`config.mk`:
```
export PLATFORM = sky130hd
export DESIGN_NAME = mem_port_arbiter
export DESIGN_NICKNAME = d
export VERILOG_FILES = /design/src/rtl/mem_port_arbiter.sv
export SDC_FILE = /design/constraint.sdc
export NUM_CORES = 1
export LEC_CHECK = 0
export ABC_AREA = 1
export ABC_CLOCK_PERIOD_IN_PS = 1300
export CORE_MARGIN = 4
export CORE_UTILIZATION = 28
export DETAILED_ROUTE_END_ITERATION = 6
export PLACE_DENSITY = 0.87
export RECOVER_POWER = 50
export SLEW_MARGIN = 20
export SYNTH_ARGS = -nofsm -noshare
export SYNTH_HDL_FRONTEND = slang
export SYNTH_SLANG_ARGS = --single-unit
```
`constraint.sdc`:
```
create_clock -name clk -period 1.3 [get_ports clk]
set_clock_uncertainty 0.15 [all_clocks]
set_input_delay 0.26 -clock clk [delete_from_list [all_inputs] [get_ports clk]]
set_output_delay 0.26 -clock clk [all_outputs]
set_load 0.02 [all_outputs]
```
`src/rtl/mem_port_arbiter.sv`:
```
// Two-requester arbiter for a 1R1W registered memory: independent round-robin
// grants for reads and writes, read data routed back to the issuing requester.
module mem_port_arbiter #(
    parameter int AW = 4,
    parameter int DW = 16,
    parameter int CW = 8
) (
    input  logic          clk,
    input  logic          rst,

    input  logic          a_valid,
    output logic          a_ready,
    input  logic          a_we,
    input  logic [AW-1:0] a_addr,
    input  logic [DW-1:0] a_wdata,
    output logic          a_rvalid,
    output logic [DW-1:0] a_rdata,

    input  logic          b_valid,
    output logic          b_ready,
    input  logic          b_we,
    input  logic [AW-1:0] b_addr,
    input  logic [DW-1:0] b_wdata,
    output logic          b_rvalid,
    output logic [DW-1:0] b_rdata,

    output logic          mem_wr_en,
    output logic [AW-1:0] mem_addrw,
    output logic [DW-1:0] mem_wdata,
    output logic          mem_rd_en,
    output logic [AW-1:0] mem_addrr,
    input  logic [DW-1:0] mem_rdata,

    output logic [CW-1:0] contention_cnt
);

    typedef enum logic {
        PRIO_A = 1'b0,
        PRIO_B = 1'b1
    } prio_e;

    prio_e rd_prio;
    prio_e wr_prio;
    logic  tag_valid;
    prio_e tag_owner;

    logic rd_conflict, wr_conflict;
    logic a_rd_gnt, b_rd_gnt, a_wr_gnt, b_wr_gnt;
    prio_e a_type_prio, b_type_prio;

    assign rd_conflict = a_valid & b_valid & ~a_we & ~b_we;
    assign wr_conflict = a_valid & b_valid &  a_we &  b_we;

    // Ready depends only on the other side, so it is valid even when own valid is low.
    always_comb begin
        a_type_prio = a_we ? wr_prio : rd_prio;
        b_type_prio = b_we ? wr_prio : rd_prio;
        a_ready = ~rst & ~(b_valid & (b_we == a_we) & (a_type_prio == PRIO_B));
        b_ready = ~rst & ~(a_valid & (a_we == b_we) & (b_type_prio == PRIO_A));
    end

    assign a_rd_gnt = a_valid & ~a_we & a_ready;
    assign b_rd_gnt = b_valid & ~b_we & b_ready;
    assign a_wr_gnt = a_valid &  a_we & a_ready;
    assign b_wr_gnt = b_valid &  b_we & b_ready;

    always_comb begin
        mem_rd_en = a_rd_gnt | b_rd_gnt;
        mem_addrr = '0;
        if (a_rd_gnt)      mem_addrr = a_addr;
        else if (b_rd_gnt) mem_addrr = b_addr;

        mem_wr_en = a_wr_gnt | b_wr_gnt;
        mem_addrw = '0;
        mem_wdata = '0;
        if (a_wr_gnt) begin
            mem_addrw = a_addr;
            mem_wdata = a_wdata;
        end else if (b_wr_gnt) begin
            mem_addrw = b_addr;
            mem_wdata = b_wdata;
        end
    end

    always_ff @(posedge clk or posedge rst) begin
        if (rst) begin
            rd_prio        <= PRIO_A;
            wr_prio        <= PRIO_A;
            tag_valid      <= 1'b0;
            tag_owner      <= PRIO_A;
            contention_cnt <= '0;
        end else begin
            // On a collision the pointer moves to the requester that just lost.
            if (rd_conflict) rd_prio <= (rd_prio == PRIO_A) ? PRIO_B : PRIO_A;
            if (wr_conflict) wr_prio <= (wr_prio == PRIO_A) ? PRIO_B : PRIO_A;
            tag_valid <= a_rd_gnt | b_rd_gnt;
            tag_owner <= b_rd_gnt ? PRIO_B : PRIO_A;
            if ((rd_conflict | wr_conflict) && (contention_cnt != '1))
                contention_cnt <= contention_cnt + 1'b1;
        end
    end

    always_comb begin
        a_rvalid = tag_valid & (tag_owner == PRIO_A);
        b_rvalid = tag_valid & (tag_owner == PRIO_B);
        a_rdata  = a_rvalid ? mem_rdata : '0;
        b_rdata  = b_rvalid ? mem_rdata : '0;
    end

endmodule

```
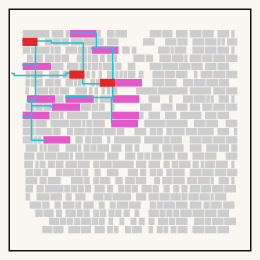
*Clock distribution, run 1*
Drawn at 3 px/um.
flip-flops: drawn in magenta, count 12. clock wires: drawn in cyan, length 183 um. cells driving clock nets: drawn in red, count 3.
There are 4 routed clock nets.
clock latency at the later pin of the worst-skew pair: 0.24 ns
clock share of power: 13.2%
P_clk: 417 uW

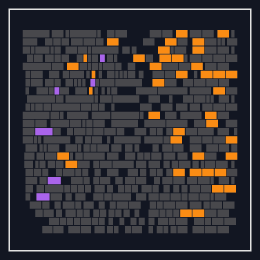
*Gate-type map, run 1*
Drawn at 3 px/um.
inverting AOI/OAI gates: drawn in purple, cells 6. NOR gates: drawn in orange, cells 40.
combinational fraction of the cell area: 35.9%
number of standard cells in the layout, taps in and fillers out: 501
top logic cell by instance count in the layout: sky130_fd_sc_hd__buf_6

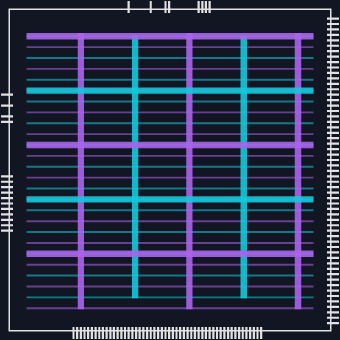
*Supply network, run 1*
Drawn at 4 px/um. Pins as bars on the die edge.
VDD: drawn in cyan. VSS: drawn in purple.
The core has 25 rows. 132 signal pins sit on the boundary.
Peak supply drop: 1390 uV
chip width: 80.0 um
DIE HEIGHT: 80.0 um
Floorplan Core Area: 4880 sq um

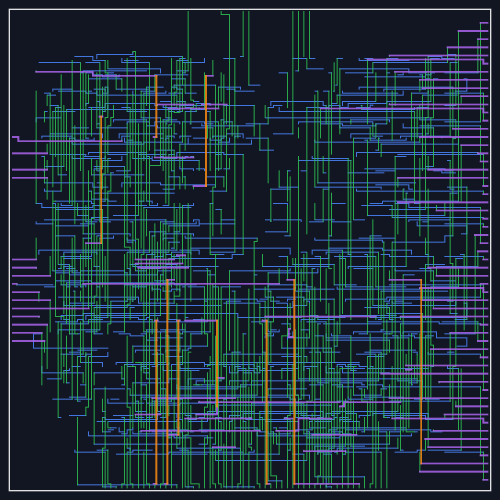
*Routed metal, one color a layer, run 1*
Drawn at 6 px/um.
met4: drawn in orange, wire length 236 um. met2: drawn in green, wire length 4,590 um. met1: drawn in blue, wire length 3,530 um. met3: drawn in purple, wire length 814 um.
total number of vias: 2,509
average routed wire per standard cell: 18.3 um

==> run summary, run 1 <==
run metrics: worst setup slack after layout=-0.593 ns, final setup TNS=-28.96 ns, drt total wl=9170 um, total congestion overflow after global routing=0, global routing met1 resource utilization=27.0%, most instantiated cells after synthesis=sky130_fd_sc_hd__nand2_1 (67), sky130_fd_sc_hd__nand4_1 (48), sky130_fd_sc_hd__nor2_1 (37), final-report max-slew violation count=0, flip-flop and latch area=~310 sq um, vias in the first global route=2,358, group drawing the most power=combinational cells, met2 wire length=around 4600 um, Post-Syn Area=roughly 1500 sq um, detailed-placement wirelength estimate=~5500 um, worst min-delay path category=in -> async, cts-stage hold buffer count=0, P_seq=~610 uW, tally of nets with antenna violations remaining after routing=0, seq_cells=12, total of clock buffers placed in the layout=4, number of search-and-repair iterations in the first detailed-routing pass=4, power per cell area=770 nW/um^2, cells in synth_stat.txt=roughly 240, Switch Pwr=1340 uW, summed standard-cell area reported by yosys=1450 sq um, warning count from the yosys run=0, number of maximum-capacitance violations=0, FP Rows=25, required time of the critical path=0.89 ns, Syn Area/Cell=6.00 sq um, Non-Clock Buffer Area Fraction=49.9%, total CTS buffers=3, number of remaining DRC errors=0, instance count after placement with tap cells included=~460, area after detailed placement=approximately 3300 sq um, met3 usage in global routing=5.53%, number of buffer and inverter stages on the critical path=2, Async S/R FF share, synth=100%, category of cells accounting for the largest share of critical-path delay=flip-flops, maximum number of pins on one net before global-route repair=47, area of the multi-input gates=1480 sq um, sequential-to-total area share from yosys stat=20.7%, routed metal-1 wirelength=3530 um, non-clock inverter count=33, most frequent cell after synthesis=sky130_fd_sc_hd__nand2_1, count of input and output buffers=131, area fraction in xor and xnor cells=3.62%, maximum achievable frequency=between 500 and 600 MHz, CTS tree=built, number of distinct library cell variants in the gate-level netlist after synthesis=25, First DRT Iteration DRCs=178, EDFF count, synth=0, Internal Dissipation=around 1800 uW, CP arrival=1.48 ns, deepest clock path buffer count=2, capture point of the worst reg-to-reg path=contention_cnt[7], total number of nets in the final design=498, cell depth of the worst flop-to-flop path=8, total number of tap cells=67, simple-gate share of the synthesized area=57.1%, root buffer cell=sky130_fd_sc_hd__clkbuf_8, unrepaired setup endpoints after global routing=yes, post-synthesis share of cell area spent on and-or and or-and gates=2.24%, Max-area cell share=between 20% and 30%, detail-routed via count per cell=5.01, last weighted congestion value of the routability-driven placer=0.822, Registers, synthesis=12, Combinational Gates=186, register fraction of the total cell area=7.45%, outcome=complete, but fails checks, GRT Resource Usage Total=between 20% and 30%, slowest cell delay on critical path=0.44 ns, top routing layer in use=met4, violated checks=negative setup slack, Setup violations, final=around 73, cell accounting for the most synthesized area=sky130_fd_sc_hd__dfrtp_1, register with the most flip-flops=contention_cnt, most utilized layer in the global route result=met2, global-route wire length before repair=11,900 um, Hold Fails Final Rpt=0, clock slew at the register clock pins of the worst setup and hold paths=~0.06 ns, nets in the synthesized netlist=305, combinational power share=67.5%, fp util=29.7%, Final Cell Area=4110 sq um, startpoint of the worst register-to-register path=contention_cnt[1], beginning of the critical path=wr_prio, crit path max fanout=9, largest cell class by area=non-clock buffers
[run 1: layout by cell type, fill, tap and decap left out, types with 2 or more instances in the layout]
| cell type | n |
|---|---|
| sky130_fd_sc_hd__o21ai_1 | 2 |
| sky130_fd_sc_hd__nor2_4 | 37 |
| sky130_fd_sc_hd__buf_4 | 33 |
| sky130_fd_sc_hd__nand2_2 | 40 |
| sky130_fd_sc_hd__nor2_1 | 3 |
| sky130_fd_sc_hd__clkdlybuf4s50_1 | 56 |
| sky130_fd_sc_hd__inv_4 | 2 |
| sky130_fd_sc_hd__buf_6 | 83 |
| sky130_fd_sc_hd__nand3_4 | 5 |
| sky130_fd_sc_hd__nand2_1 | 22 |
| sky130_fd_sc_hd__nand3_2 | 5 |
| sky130_fd_sc_hd__inv_2 | 7 |
| sky130_fd_sc_hd__xnor2_1 | 4 |
| sky130_fd_sc_hd__buf_8 | 2 |
| sky130_fd_sc_hd__nand4_1 | 48 |
| sky130_fd_sc_hd__buf_2 | 13 |
| sky130_fd_sc_hd__a31oi_2 | 2 |
| sky130_fd_sc_hd__dfrtp_2 | 5 |
| sky130_fd_sc_hd__inv_1 | 23 |
| sky130_fd_sc_hd__buf_12 | 7 |
| sky130_fd_sc_hd__clkbuf_8 | 4 |
| sky130_fd_sc_hd__xor2_1 | 2 |
| sky130_fd_sc_hd__nand2_4 | 10 |
| sky130_fd_sc_hd__dfrtp_1 | 7 |
[run 1: stage by stage]
stage                     total power [uW]  setup slack, ns  util, %  hold WS (ns)
after floorplan                       1350           -0.149        -         0.107
after detailed placement              2130            -1.31     68.2         0.383
after global routing                  3330           -0.652     84.3         0.146
final                                 3170           -0.593     84.3         0.126
after global placement                2070            -1.21     68.2         0.372
after CTS                             2700           -0.602     74.1        0.0533
### Clock nets, run 1

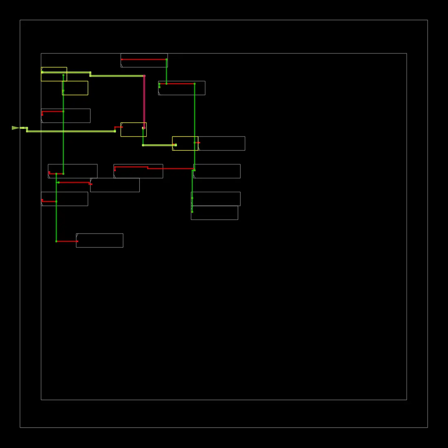

## Run 2: what changed since run 1
--- a/config.mk
+++ b/config.mk
@@ -10,6 +10,7 @@
 export CORE_MARGIN = 4
 export CORE_UTILIZATION = 28
 export DETAILED_ROUTE_END_ITERATION = 6
+export HOLD_SLACK_MARGIN = 0.1
 export PLACE_DENSITY = 0.87
 export RECOVER_POWER = 50
 export SLEW_MARGIN = 20
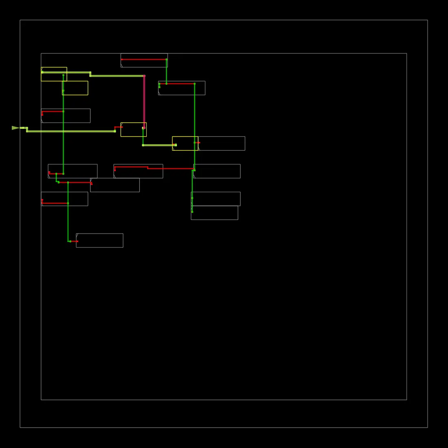
*Clock nets, run 2*
seq_cells: 12
Sink Count: 12

==> run 2 against run 1 <==
Compared with the run above:
- the flow still finishes with violations (negative setup slack)
- synthesized cell count stayed put
- first-iteration DRC count is 5.1% higher
- via count is 1.1% higher
- sequential share of layout area barely moved
- non-clock buffer count up 1
- core utilization is 0.15 points higher
- worst setup slack better by 0.0020 ns
- final cell count increased by 0.20%
- combinational power barely moved
- register-to-register slack is essentially flat
- critical path depth did not move
- global-route usage about the same
- highest routed layer unchanged
==> run summary, run 2 <==
run metrics: Final Cell Area=4120 sq um (+0.18%), post-place setup slack=-1.31 ns (unchanged), fp util=29.7% (unchanged), detailed-placement wirelength estimate=5460 um (unchanged), deepest clock path buffer count=2 (unchanged), total number of nets in the final design=499 (+0.20%), global-route wire length before repair=11,900 um (-0.12%), Registers, synthesis=12 (unchanged), number of distinct library cell variants in the gate-level netlist after synthesis=25 (unchanged), total power of the final layout=3170 uW (+0.10%), summed standard-cell area reported by yosys=1450 sq um (unchanged), final cell utilization of the core=84.5% (+0.15 points), area after detailed placement=3330 sq um (unchanged), register with the most flip-flops=contention_cnt, total congestion overflow after global routing=0 (unchanged), root buffer cell=sky130_fd_sc_hd__clkbuf_8, unrepaired setup endpoints after global routing=yes, Async S/R FF share, synth=100% (unchanged), Syn Area/Cell=6.00 sq um (unchanged), post-synthesis share of cell area spent on and-or and or-and gates=2.24% (unchanged), worst setup slack after layout=-0.591 ns (+0.00197 ns), leading cell types in the layout, fill and taps excluded=sky130_fd_sc_hd__buf_6 (83), sky130_fd_sc_hd__clkdlybuf4s50_1 (56), sky130_fd_sc_hd__nand4_1 (48), maximum number of pins on one net before global-route repair=47 (unchanged), total CTS buffers=3 (unchanged), EDFF count, synth=0 (unchanged), Hold Fails Final Rpt=0 (unchanged), CTS tree=built, simple-gate share of the synthesized area=57.1% (unchanged), FP Rows=25 (unchanged), First DRT Iteration DRCs=187 (+5.1%), cells in synth_stat.txt=242 (unchanged), power per cell area=769 nW/um^2 (about the same), instance count after placement with tap cells included=461 (unchanged), vias in the first global route=2,365 (+0.30%), top logic cell by instance count in the layout=sky130_fd_sc_hd__buf_6, last weighted congestion value of the routability-driven placer=0.822 (unchanged), violated checks=negative setup slack, worst min-delay path category=in -> reg, Peak supply drop=1400 uV (+0.26%), Floorplan Core Area=4880 sq um (unchanged), drt total wl=9170 um (unchanged), sequential-to-total area share from yosys stat=20.7% (unchanged), final-report max-slew violation count=0 (unchanged), warning count from the yosys run=0 (unchanged), slowest cell delay on critical path=0.44 ns (about the same), Post-Syn Area=1450 sq um (unchanged), DIE HEIGHT=80.0 um (unchanged), clock slew at the register clock pins of the worst setup and hold paths=0.06 ns (about the same), GRT Resource Usage Total=23.5% (about the same), detail-routed via count per cell=5.05 (+0.87%), number of maximum-capacitance violations=0 (unchanged), cell accounting for the most synthesized area=sky130_fd_sc_hd__dfrtp_1, tally of nets with antenna violations remaining after routing=0 (unchanged), area fraction in xor and xnor cells=3.62% (unchanged), Max-area cell share=20.7% (unchanged), required time of the critical path=0.89 ns (about the same), number of search-and-repair iterations in the first detailed-routing pass=5 (+1), final setup TNS=-28.84 ns (+0.121 ns), nets in the synthesized netlist=305 (unchanged), chip width=80.0 um (unchanged), average routed wire per standard cell=18.3 um (-0.20%), most instantiated cells after synthesis=sky130_fd_sc_hd__nand2_1 (67), sky130_fd_sc_hd__nand4_1 (48), sky130_fd_sc_hd__nor2_1 (37), count of input and output buffers=131 (unchanged), CP arrival=1.48 ns (about the same), total number of vias=2,536 (+1.1%), most frequent cell after synthesis=sky130_fd_sc_hd__nand2_1, clock latency at the later pin of the worst-skew pair=0.24 ns (about the same), most common flop cell mapped by yosys=sky130_fd_sc_hd__dfrtp_1, Setup violations, final=74 (+1.4%), maximum achievable frequency=529 MHz (+0.10%), number of standard cells in the layout, taps in and fillers out=502 (+0.20%), number of remaining DRC errors=0 (unchanged), crit path max fanout=9 (unchanged), outcome=complete, but fails checks
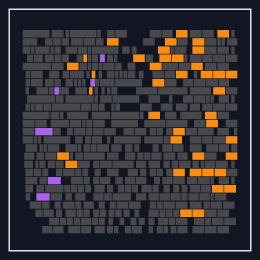
*Gate-type map, run 2*
Drawn at 3 px/um.
inverting AOI/OAI gates: drawn in purple, cells 6. NOR gates: drawn in orange, cells 40.

run 2: cell counts after synthesis:
No cell type changed its count.
run 2: metal layers:
metal  global-route usage [%]  wire length, um  vias up
li1                         -                -     1197
met1                     26.7             3450     1151
met2                     43.5             4570      157
met3                     5.53              830       31
met4                     5.57              318        0
met5                        0                0        -
run 2: path summary, 6_finish.rpt:
kind / slack [ns] / to / depth (start not counted) / start
hold reg to reg: 0.42 / contention_cnt[1] / 2 / contention_cnt[1]
setup / recovery: -0.59 / mem_wdata[10] / 6 / wr_prio
min in group asynchronous: 0.49 / contention_cnt[4] / 4 / rst
hold / removal: 0.31 / tag_owner / 5 / b_valid
setup reg to reg: -0.10 / contention_cnt[7] / 8 / contention_cnt[1]
max in group asynchronous: -0.01 / tag_valid / 4 / rst
run 2: timing repair:
action,4_1_cts,5_1_grt
pin swaps,15,26
hold buffers,1,0
hold endpoints to repair,4,0
endpoints found under the setup margin,82,75
cloned,5,1
gates resized,430,97
setup buffers,9,21
run 2: cells by family after synthesis:
kind of cell / after synthesis
buf+inv: 48
simple gates: 169
fa+ha+maj: 1
xor+xnor: 6
compound gates: 6
flops: 12
run 2: layout make-up:
type                            count  area (sq um)  area share, %
Sequential cell                    12           307           7.44
Tap cell                           67          83.8           2.03
Inverter                           33           136           3.31
Clock buffer                        4          55.1           1.34
Timing Repair Buffer              200          2060           50.0
Multi-Input combinational cell    186          1480           35.9
run 2: power breakdown:
group	switching, uW	internal [uW]	leakage, uW
logic	1060	1080	0.00175
registers	130	481	0.000150
clock network	149	268	0.0000288
total	1340	1830	0.00193
run 2: critical path: cells and delay by family, from the launching register on:
family	cells	cell delay, ns
DFF	1	0.44
buffers and inverters	2	0.30
and+or+nand+nor	3	0.29
AOI/OAI and AO/OA	1	0.20
Power and IR drop assume default switching activity.
